**src/rtl/bmd_64_wdma_desc_sched.sv**
```systemverilog
// Write-DMA descriptor scheduler: queues host buffer descriptors and hands them one at a time to the write DMA FSM.
// Control pulses are registered one edge after their cause; the queue head is combinational; pushes into a full queue are dropped.
module bmd_64_wdma_desc_sched #(
  parameter int DEPTH = 4
) (
  input  logic        clk,
  input  logic        rst,
  input  logic        init_rst_i,
  input  logic        desc_wr_i,
  input  logic [31:0] desc_addr_i,
  input  logic [7:0]  desc_up_addr_i,
  input  logic [15:0] desc_len_i,
  input  logic        sched_start_i,
  input  logic        sched_stop_i,
  input  logic        wdma_running_i,
  input  logic        wdma_irq_i,
  input  logic [3:0]  wdma_status_i,
  output logic [31:0] next_wdma_addr_o,
  output logic [7:0]  next_wdma_up_addr_o,
  output logic        next_wdma_valid_o,
  output logic        wdma_start_o,
  output logic        wdma_stop_o,
  output logic [15:0] wdma_frame_len_o,
  output logic        sched_busy_o,
  output logic        sched_irq_o,
  output logic [3:0]  sched_status_o,
  output logic [15:0] bufs_done_o,
  output logic [4:0]  desc_count_o,
  output logic        overflow_o
);

  localparam int              AW      = (DEPTH > 1) ? $clog2(DEPTH) : 1;
  localparam logic [4:0]      DEPTH_C = 5'(DEPTH);
  localparam logic [AW-1:0]   PTR_ONE = AW'(1);

  typedef struct packed {
    logic [7:0]  up;
    logic [31:0] addr;
    logic [15:0] len;
  } desc_t;

  typedef enum logic [2:0] {
    S_IDLE,
    S_PRIME,
    S_KICK,
    S_ACTIVE,
    S_DONE
  } state_t;

  desc_t         mem_q [DEPTH];
  desc_t         head;
  state_t        state_q, state_d;
  logic [AW-1:0] wr_ptr_q, wr_ptr_d, rd_ptr_q, rd_ptr_d;
  logic [4:0]    count_q, count_d;
  logic          armed_q, armed_d;
  logic          running_q, running_d;
  logic          irq_seen_q, irq_seen_d;
  logic          valid_q, valid_d;
  logic          start_q, start_d;
  logic          stop_q, stop_d;
  logic          irq_q, irq_d;
  logic          overflow_q, overflow_d;
  logic [15:0]   frame_len_q, frame_len_d;
  logic [15:0]   bufs_done_q, bufs_done_d;
  logic [3:0]    status_q, status_d;
  logic          push, pop, rise, st_done, st_term;

  assign head = mem_q[rd_ptr_q];

  always_comb begin
    push    = desc_wr_i && (count_q < DEPTH_C);
    rise    = wdma_running_i && !running_q;
    // Status is only meaningful the cycle after an IRQ taken in ACTIVE.
    st_done = irq_seen_q && (wdma_status_i == 4'b0001);
    st_term = irq_seen_q && (wdma_status_i inside {4'b0010, 4'b0011, 4'b0100, 4'b1000});
    pop     = armed_q && (count_q != 5'd0) && (rise || st_done);

    state_d     = state_q;
    wr_ptr_d    = wr_ptr_q;
    rd_ptr_d    = rd_ptr_q;
    count_d     = count_q;
    armed_d     = armed_q;
    running_d   = wdma_running_i;
    irq_seen_d  = wdma_irq_i && (state_q == S_ACTIVE);
    valid_d     = 1'b0;
    start_d     = 1'b0;
    stop_d      = 1'b0;
    irq_d       = 1'b0;
    overflow_d  = overflow_q || (desc_wr_i && !push);
    frame_len_d = frame_len_q;
    bufs_done_d = bufs_done_q;
    status_d    = status_q;

    if (push) wr_ptr_d = wr_ptr_q + PTR_ONE;
    if (pop) begin
      rd_ptr_d    = rd_ptr_q + PTR_ONE;
      frame_len_d = head.len;
      armed_d     = 1'b0;
      if (st_done) bufs_done_d = bufs_done_q + 16'd1;
    end
    case ({push, pop})
      2'b10:   count_d = count_q + 5'd1;
      2'b01:   count_d = count_q - 5'd1;
      default: count_d = count_q;
    endcase

    case (state_q)
      S_IDLE: begin
        if (sched_start_i && (count_q != 5'd0)) begin
          state_d = S_PRIME;
          valid_d = 1'b1;
          armed_d = 1'b1;
        end
      end
      S_PRIME: begin
        state_d     = S_KICK;
        start_d     = 1'b1;
        bufs_done_d = '0;
      end
      S_KICK: state_d = S_ACTIVE;
      S_ACTIVE: begin
        stop_d = sched_stop_i;
        if (st_term) begin
          status_d = wdma_status_i;
          state_d  = S_DONE;
          if (wdma_status_i == 4'b0011) bufs_done_d = bufs_done_d + 16'd1;
        end else if (!armed_q && (count_q != 5'd0)) begin
          valid_d = 1'b1;
          armed_d = 1'b1;
        end
      end
      S_DONE: begin
        // An armed-but-unconsumed head stays queued for the next session.
        if (!wdma_running_i) begin
          state_d = S_IDLE;
          irq_d   = 1'b1;
          armed_d = 1'b0;
        end
      end
      default: state_d = S_IDLE;
    endcase
  end

  always_ff @(posedge clk) begin
    if (push) mem_q[wr_ptr_q] <= desc_t'{up: desc_up_addr_i, addr: desc_addr_i, len: desc_len_i};
  end

  always_ff @(posedge clk) begin
    if (rst || init_rst_i) begin
      state_q     <= S_IDLE;
      wr_ptr_q    <= '0;
      rd_ptr_q    <= '0;
      count_q     <= '0;
      armed_q     <= 1'b0;
      running_q   <= 1'b0;
      irq_seen_q  <= 1'b0;
      valid_q     <= 1'b0;
      start_q     <= 1'b0;
      stop_q      <= 1'b0;
      irq_q       <= 1'b0;
      overflow_q  <= 1'b0;
      frame_len_q <= '0;
      bufs_done_q <= '0;
      status_q    <= '0;
    end else begin
      state_q     <= state_d;
      wr_ptr_q    <= wr_ptr_d;
      rd_ptr_q    <= rd_ptr_d;
      count_q     <= count_d;
      armed_q     <= armed_d;
      running_q   <= running_d;
      irq_seen_q  <= irq_seen_d;
      valid_q     <= valid_d;
      start_q     <= start_d;
      stop_q      <= stop_d;
      irq_q       <= irq_d;
      overflow_q  <= overflow_d;
      frame_len_q <= frame_len_d;
      bufs_done_q <= bufs_done_d;
      status_q    <= status_d;
    end
  end

  assign next_wdma_addr_o    = (count_q != 5'd0) ? head.addr : 32'h0;
  assign next_wdma_up_addr_o = (count_q != 5'd0) ? head.up : 8'h0;
  assign next_wdma_valid_o   = valid_q;
  assign wdma_start_o        = start_q;
  assign wdma_stop_o         = stop_q;
  assign wdma_frame_len_o    = frame_len_q;
  assign sched_busy_o        = (state_q != S_IDLE);
  assign sched_irq_o         = irq_q;
  assign sched_status_o      = status_q;
  assign bufs_done_o         = bufs_done_q;
  assign desc_count_o        = count_q;
  assign overflow_o          = overflow_q;

endmodule

```
**config.mk**
```make
export PLATFORM = sky130hd
export DESIGN_NAME = bmd_64_wdma_desc_sched
export DESIGN_NICKNAME = d
export VERILOG_FILES = /design/src/rtl/bmd_64_wdma_desc_sched.sv
export SDC_FILE = /design/constraint.sdc
export NUM_CORES = 1
export LEC_CHECK = 0
export CAP_MARGIN = 5
export CORE_MARGIN = 4
export CORE_UTILIZATION = 50
export CTS_BUF_LIST = sky130_fd_sc_hd__clkbuf_4
export DETAILED_ROUTE_END_ITERATION = 10
export DONT_BUFFER_PORTS = 1
export SLEW_MARGIN = 20
export SYNTH_ARGS = -nofsm -noshare
export SYNTH_HDL_FRONTEND = slang
export SYNTH_SLANG_ARGS = --single-unit
```
**constraint.sdc**
```tcl
create_clock -name clk -period 6.66 [get_ports clk]
set_input_delay 1.332 -clock clk [delete_from_list [all_inputs] [get_ports clk]]
set_output_delay 1.332 -clock clk [all_outputs]
set_load 0.02 [all_outputs]
```
==> notes.md, run 1 <==
yosys + openroad results -> Layout area overhead=11.2%, most frequent cell after synthesis=edfxtp_1, max-cap violations=0, Critical Path Start Type=register, hold endpoint=rd_ptr_q[1], layout cell share with drive strength beyond 1=a little over a quarter, Comb pwr share=approximately 2.7%, Basic Gates by Area=between 10% and 20%, crit-path max cell delay=840 ps, CP Capture Type=output port, Placed Area=about 0.012 mm^2, Initial DRC Count=409, hpwl dp=14100 um, Finished Cell Area=0.0127 mm^2, Clock Sinks=282, met3 GRT Util=8.18%, status=finished clean, Largest Register=mem_q, Top cell area share=58.8%, Yosys Chip Area=between 0.01 and 0.015 mm^2, initial antenna violation count=1, Worst Hold Class=reg -> reg, Post-CTS Hold Buffers=0, switching fraction of total power=a little over a fifth, Net Sw Power=0.763 mW, row count=55, placeable core area=0.0226 mm^2, main area contributors after synthesis=edfxtp_1 (59%), mux4_2 (11%), dfxtp_1 (10%), Hold Path Origin=rd_ptr_q[1], Die Area=~0.025 mm^2, clock root cell=clkbuf_4, WP data required=5330 ps, Net Count, Synth=between 700 and 800, power density cells=between 200 and 300 mW/mm^2, FF-to-FF path depth=10, cts bufs inserted=75, area leader, netlist=edfxtp_1, placed insts=975, logic area=0.00337 mm^2, Synth warnings=0, Pre-Repair DR Iteration Count=4, CTS clk-pin slew, worst paths=~60 ps, top power group=sequential cells, cycle use final=62.4%, AND-OR/OR-AND share of the synthesized area=4.39%, clock network share of area=7.79%, cts repair resizes=0, mux share=approximately 11%, Seq pwr share=54.6%
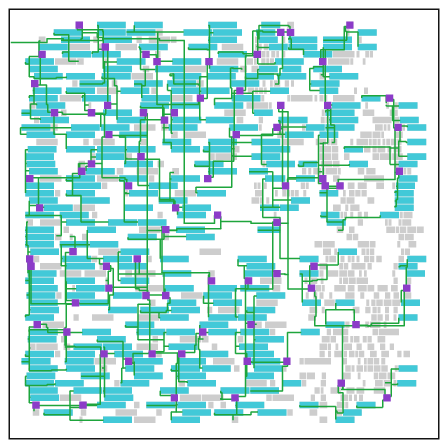
**Above:** run 1 (routed clock nets over the placement).
legend:
  clock-net drivers:
    color: purple
    count: 75
  flip-flops:
    color: cyan
    count: 282
  clock wires:
    color: green
    length: 3720 um
flops lie: all over the die
Clock group: 1.52 mW
clock share of power: 42.7%
clock latency on the worst-skew pair: 660 ps

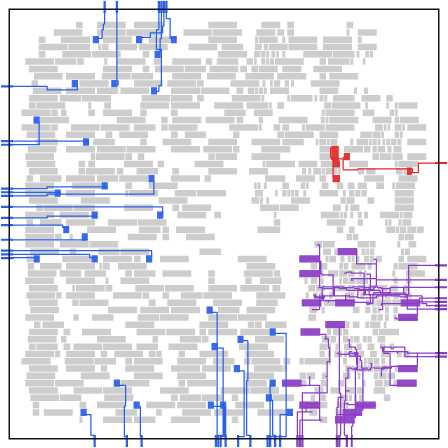
**Above:** run 1 (wires at chosen ports, followed through buffers).
legend:
  bufs_done_o:
    color: purple
    direction: output
    edge: 9 right, 7 bottom
    end_cells: 16
    buffers: 0
    wire: 871 um
  desc_wr_i:
    color: red
    direction: input
    edge: right
    end_cells: 6
    buffers: 0
    wire: 62.9 um
  next_wdma_addr_o:
    color: blue
    direction: output
    edge: 13 left, 13 bottom, 6 top
    end_cells: 32
    buffers: 0
    wire: 884 um
Port Buf Inserts: 0
I/O pin total: 155

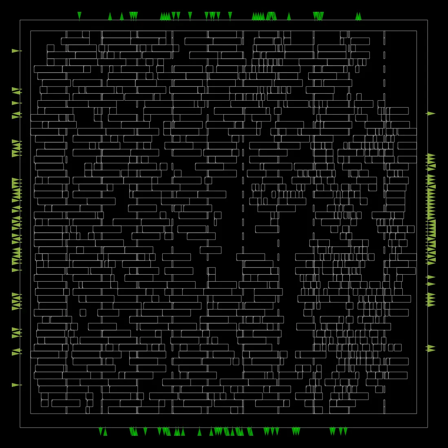
**Above:** run 1 (placement view).
Seq/total area: 62.0%
post-route insts no fill: 1112
Tap Cells: 285
# fillers: 1852
num sequential: 282

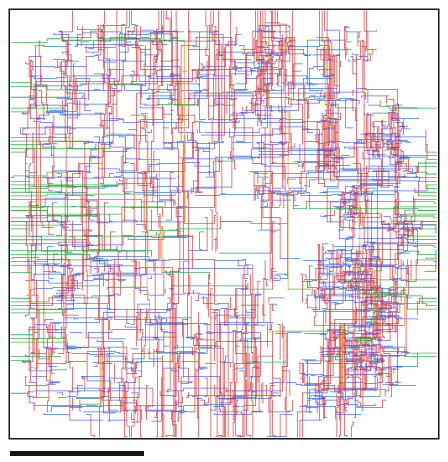
**Above:** run 1 (metal layers overlaid).
Scale bar: 50 um.
legend:
  M4:
    color: orange
    wire_length: 506 um
  M2:
    color: red
    wire_length: 11900 um
  M3:
    color: green
    wire_length: 2090 um
  M1:
    color: blue
    wire_length: 8900 um
DRT Wirelength: 23400 um
WL per Instance: 21.0 um
Total GRT Usage: 18.5%
DR vias: 6369

==> run 2: changes to the inputs <==
==> constraint.sdc (replaced) <==
create_clock -name clk -period 4 [get_ports clk]
set_input_delay 0.8 -clock clk [delete_from_list [all_inputs] [get_ports clk]]
set_output_delay 0.8 -clock clk [all_outputs]
set_load 0.02 [all_outputs]
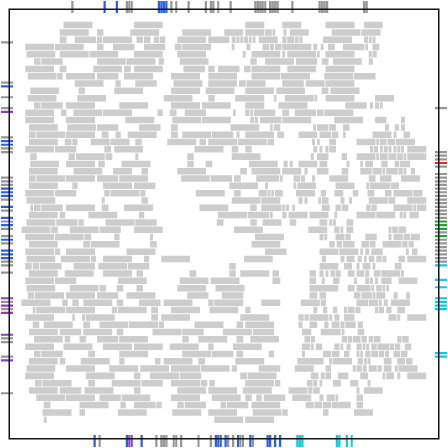
**Above:** run 2 (pin placement).
Pins as bars across the die edge, other pins in gray.
legend:
  wdma_status_i:
    color: green
    pins: 4
    direction: input
    edge: right
  next_wdma_addr_o:
    color: blue
    pins: 32
    direction: output
    edge: 13 left, 13 bottom, 6 top
  bufs_done_o:
    color: cyan
    pins: 16
    direction: output
    edge: 9 right, 7 bottom
  desc_wr_i:
    color: red
    pins: 1
    direction: input
    edge: right
  desc_up_addr_i:
    color: purple
    pins: 8
    direction: input
    edge: 6 left, 2 bottom
all pins by edge: 44 left, 40 right, 37 bottom, 34 top
Die W: 159 um
Die H: 159 um

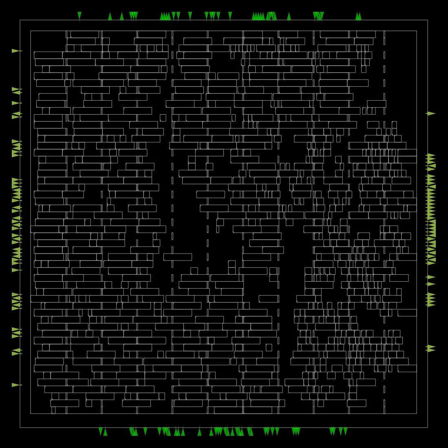
**Above:** run 2 (placement view).
post-route insts no fill: 1106
row count: 55

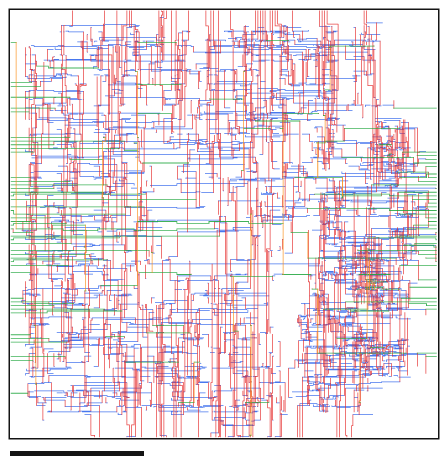
**Above:** run 2 (metal layers overlaid).
Scale bar: 50 um.
legend:
  M3:
    color: green
    wire_length: 2290 um
  M1:
    color: blue
    wire_length: 8310 um
  M4:
    color: orange
    wire_length: 566 um
  M2:
    color: red
    wire_length: 11500 um
DR vias: 6336
WL per Instance: 20.5 um
DRT Wirelength: 22600 um
Total GRT Usage: 18.1%

==> run 2 against run 1 <==
Hold slack lost 300 ps. Synthesized area is the same. Wire length shrank 3.2%. Final cell count shrank 0.54%. Global-route usage decreased by 0.44 points. Via count decreased by 0.52%. Clock power up 56%. Clock-buffer cell count decreased by 7. Largest power group unchanged.
==> notes.md, run 2 <==
yosys + openroad results -> Critical Path Start Type=register, switching fraction of total power=20.6%, Seq/total area=62.0%, Net Count, Synth=approximately 790, max-cap violations=0, Finished Cell Area=0.0127 mm^2, logic area=0.00337 mm^2, area leader, netlist=edfxtp_1, Net Sw Power=between 1 and 1.5 mW, Placed Area=0.0118 mm^2, I/O pin total=155, top power group=sequential cells, Synth warnings=0, Top cell area share=around three fifths, Clock group=2.37 mW, CTS clk-pin slew, worst paths=60 ps, most frequent cell after synthesis=edfxtp_1, Layout area overhead=11.2%, FF-to-FF path depth=10, initial antenna violation count=1, Tap Cells=285, Initial DRC Count=302, Yosys Chip Area=0.0114 mm^2, # fillers=1823, num sequential=282, Port Buf Inserts=0, status=finished clean, Basic Gates by Area=10.4%, hold endpoint=mem_q[3][7], AND-OR/OR-AND share of the synthesized area=4.39%, Clock Sinks=282
==> run 3: changes to the inputs <==
--- a/config.mk
+++ b/config.mk
@@ -8,7 +8,6 @@
 export CAP_MARGIN = 5
 export CORE_MARGIN = 4
 export CORE_UTILIZATION = 50
-export CTS_BUF_LIST = sky130_fd_sc_hd__clkbuf_4
 export DETAILED_ROUTE_END_ITERATION = 10
 export DONT_BUFFER_PORTS = 1
 export SLEW_MARGIN = 20
==> run 3 against run 2 <==
Synthesized cell count did not move. Final cell count shrank 6.4%. Synthesized area unchanged. Highest routed layer unchanged. Wire length fell by 0.63%. Clock power up about 20%. Register-to-register slack lost 40 ps. Clock skew decreased by 24 ps. Non-clock buffer count unchanged. Critical path depth unchanged.
==> notes.md, run 3 <==
yosys + openroad results -> most frequent cell after synthesis=edfxtp_1, clock root cell=clkbuf_16, cycle use final=about nine tenths, mux share=11.5%, Initial DRC Count=398, Die W=159 um, WP data required=4470 ps, Net Count, Synth=between 700 and 800, WP buf/inv=0, Pre-Repair DR Iteration Count=4, logic area=0.00337 mm^2, top power group=sequential cells, Port Buf Inserts=0, I/O pin total=about 160, status=finished clean, DR DRC count=0, Worst Hold Class=in -> reg, DRT Wirelength=22500 um, Largest Register=mem_q, max-cap violations=0, Finished Cell Area=0.0129 mm^2, cts repair resizes=0, Yosys Chip Area=0.0114 mm^2, Total GRT Usage=17.7%, clock network share of area=~8.1%, Hold Path Origin=desc_addr_i[23], Critical Path Start Type=register, main area contributors after synthesis=edfxtp_1 (59%), mux4_2 (11%), dfxtp_1 (10%), switching fraction of total power=around 19%, Comb pwr share=2.6%, crit-path max cell delay=560 ps, hpwl dp=14300 um, Seq pwr share=52.0%, DR vias=between 6000 and 7000, Hold Path Depth=0, Net Sw Power=1.22 mW, Top cell area share=58.8%, initial antenna violation count=0, area leader, netlist=edfxtp_1, Clock Sinks=282, WL per Instance=approximately 22 um, R2R Path End=bufs_done_o[14], Tap Cells=285, num sequential=approximately 280, Post-CTS Hold Buffers=0, placed insts=between 900 and 1000, CP Capture Type=register, hold endpoint=mem_q[3][39], Synth warnings=0
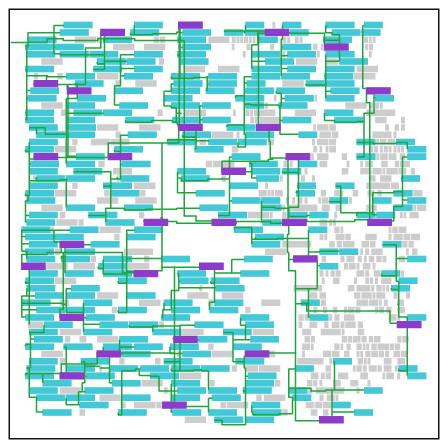
**Above:** run 3 (routed clock nets over the placement).
legend:
  clock-net drivers:
    color: purple
    count: 30
  flip-flops:
    color: cyan
    count: 282
  clock wires:
    color: green
    length: 3140 um
flops lie: all over the die
routed clock nets: 31
clock share of power: 45.5%
Clock group: 2.84 mW
clock latency on the worst-skew pair: 560 ps
Max Clock Skew: 20.2 ps

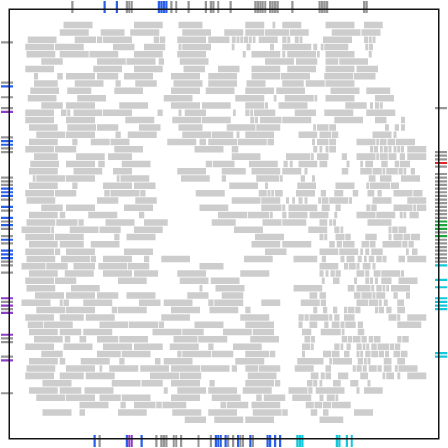
**Above:** run 3 (pin placement).
Pins as bars across the die edge, other pins in gray.
legend:
  desc_wr_i:
    color: red
    pins: 1
    direction: input
    edge: right
  bufs_done_o:
    color: cyan
    pins: 16
    direction: output
    edge: 9 right, 7 bottom
  next_wdma_addr_o:
    color: blue
    pins: 32
    direction: output
    edge: 13 left, 13 bottom, 6 top
  desc_up_addr_i:
    color: purple
    pins: 8
    direction: input
    edge: 6 left, 2 bottom
  wdma_status_i:
    color: green
    pins: 4
    direction: input
    edge: right

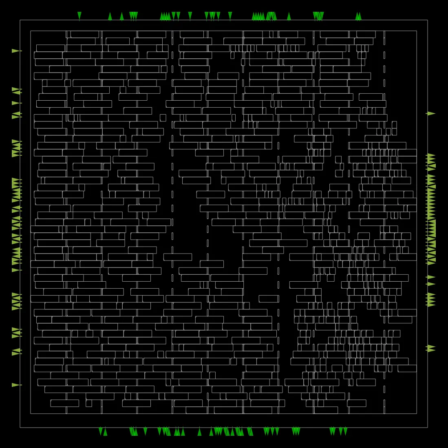
**Above:** run 3 (placement view).
# fillers: 1755
post-route insts no fill: 1035
Seq/total area: 61.4%
placeable core area: 0.0226 mm^2

Power is estimated from default activity; no workload was simulated.
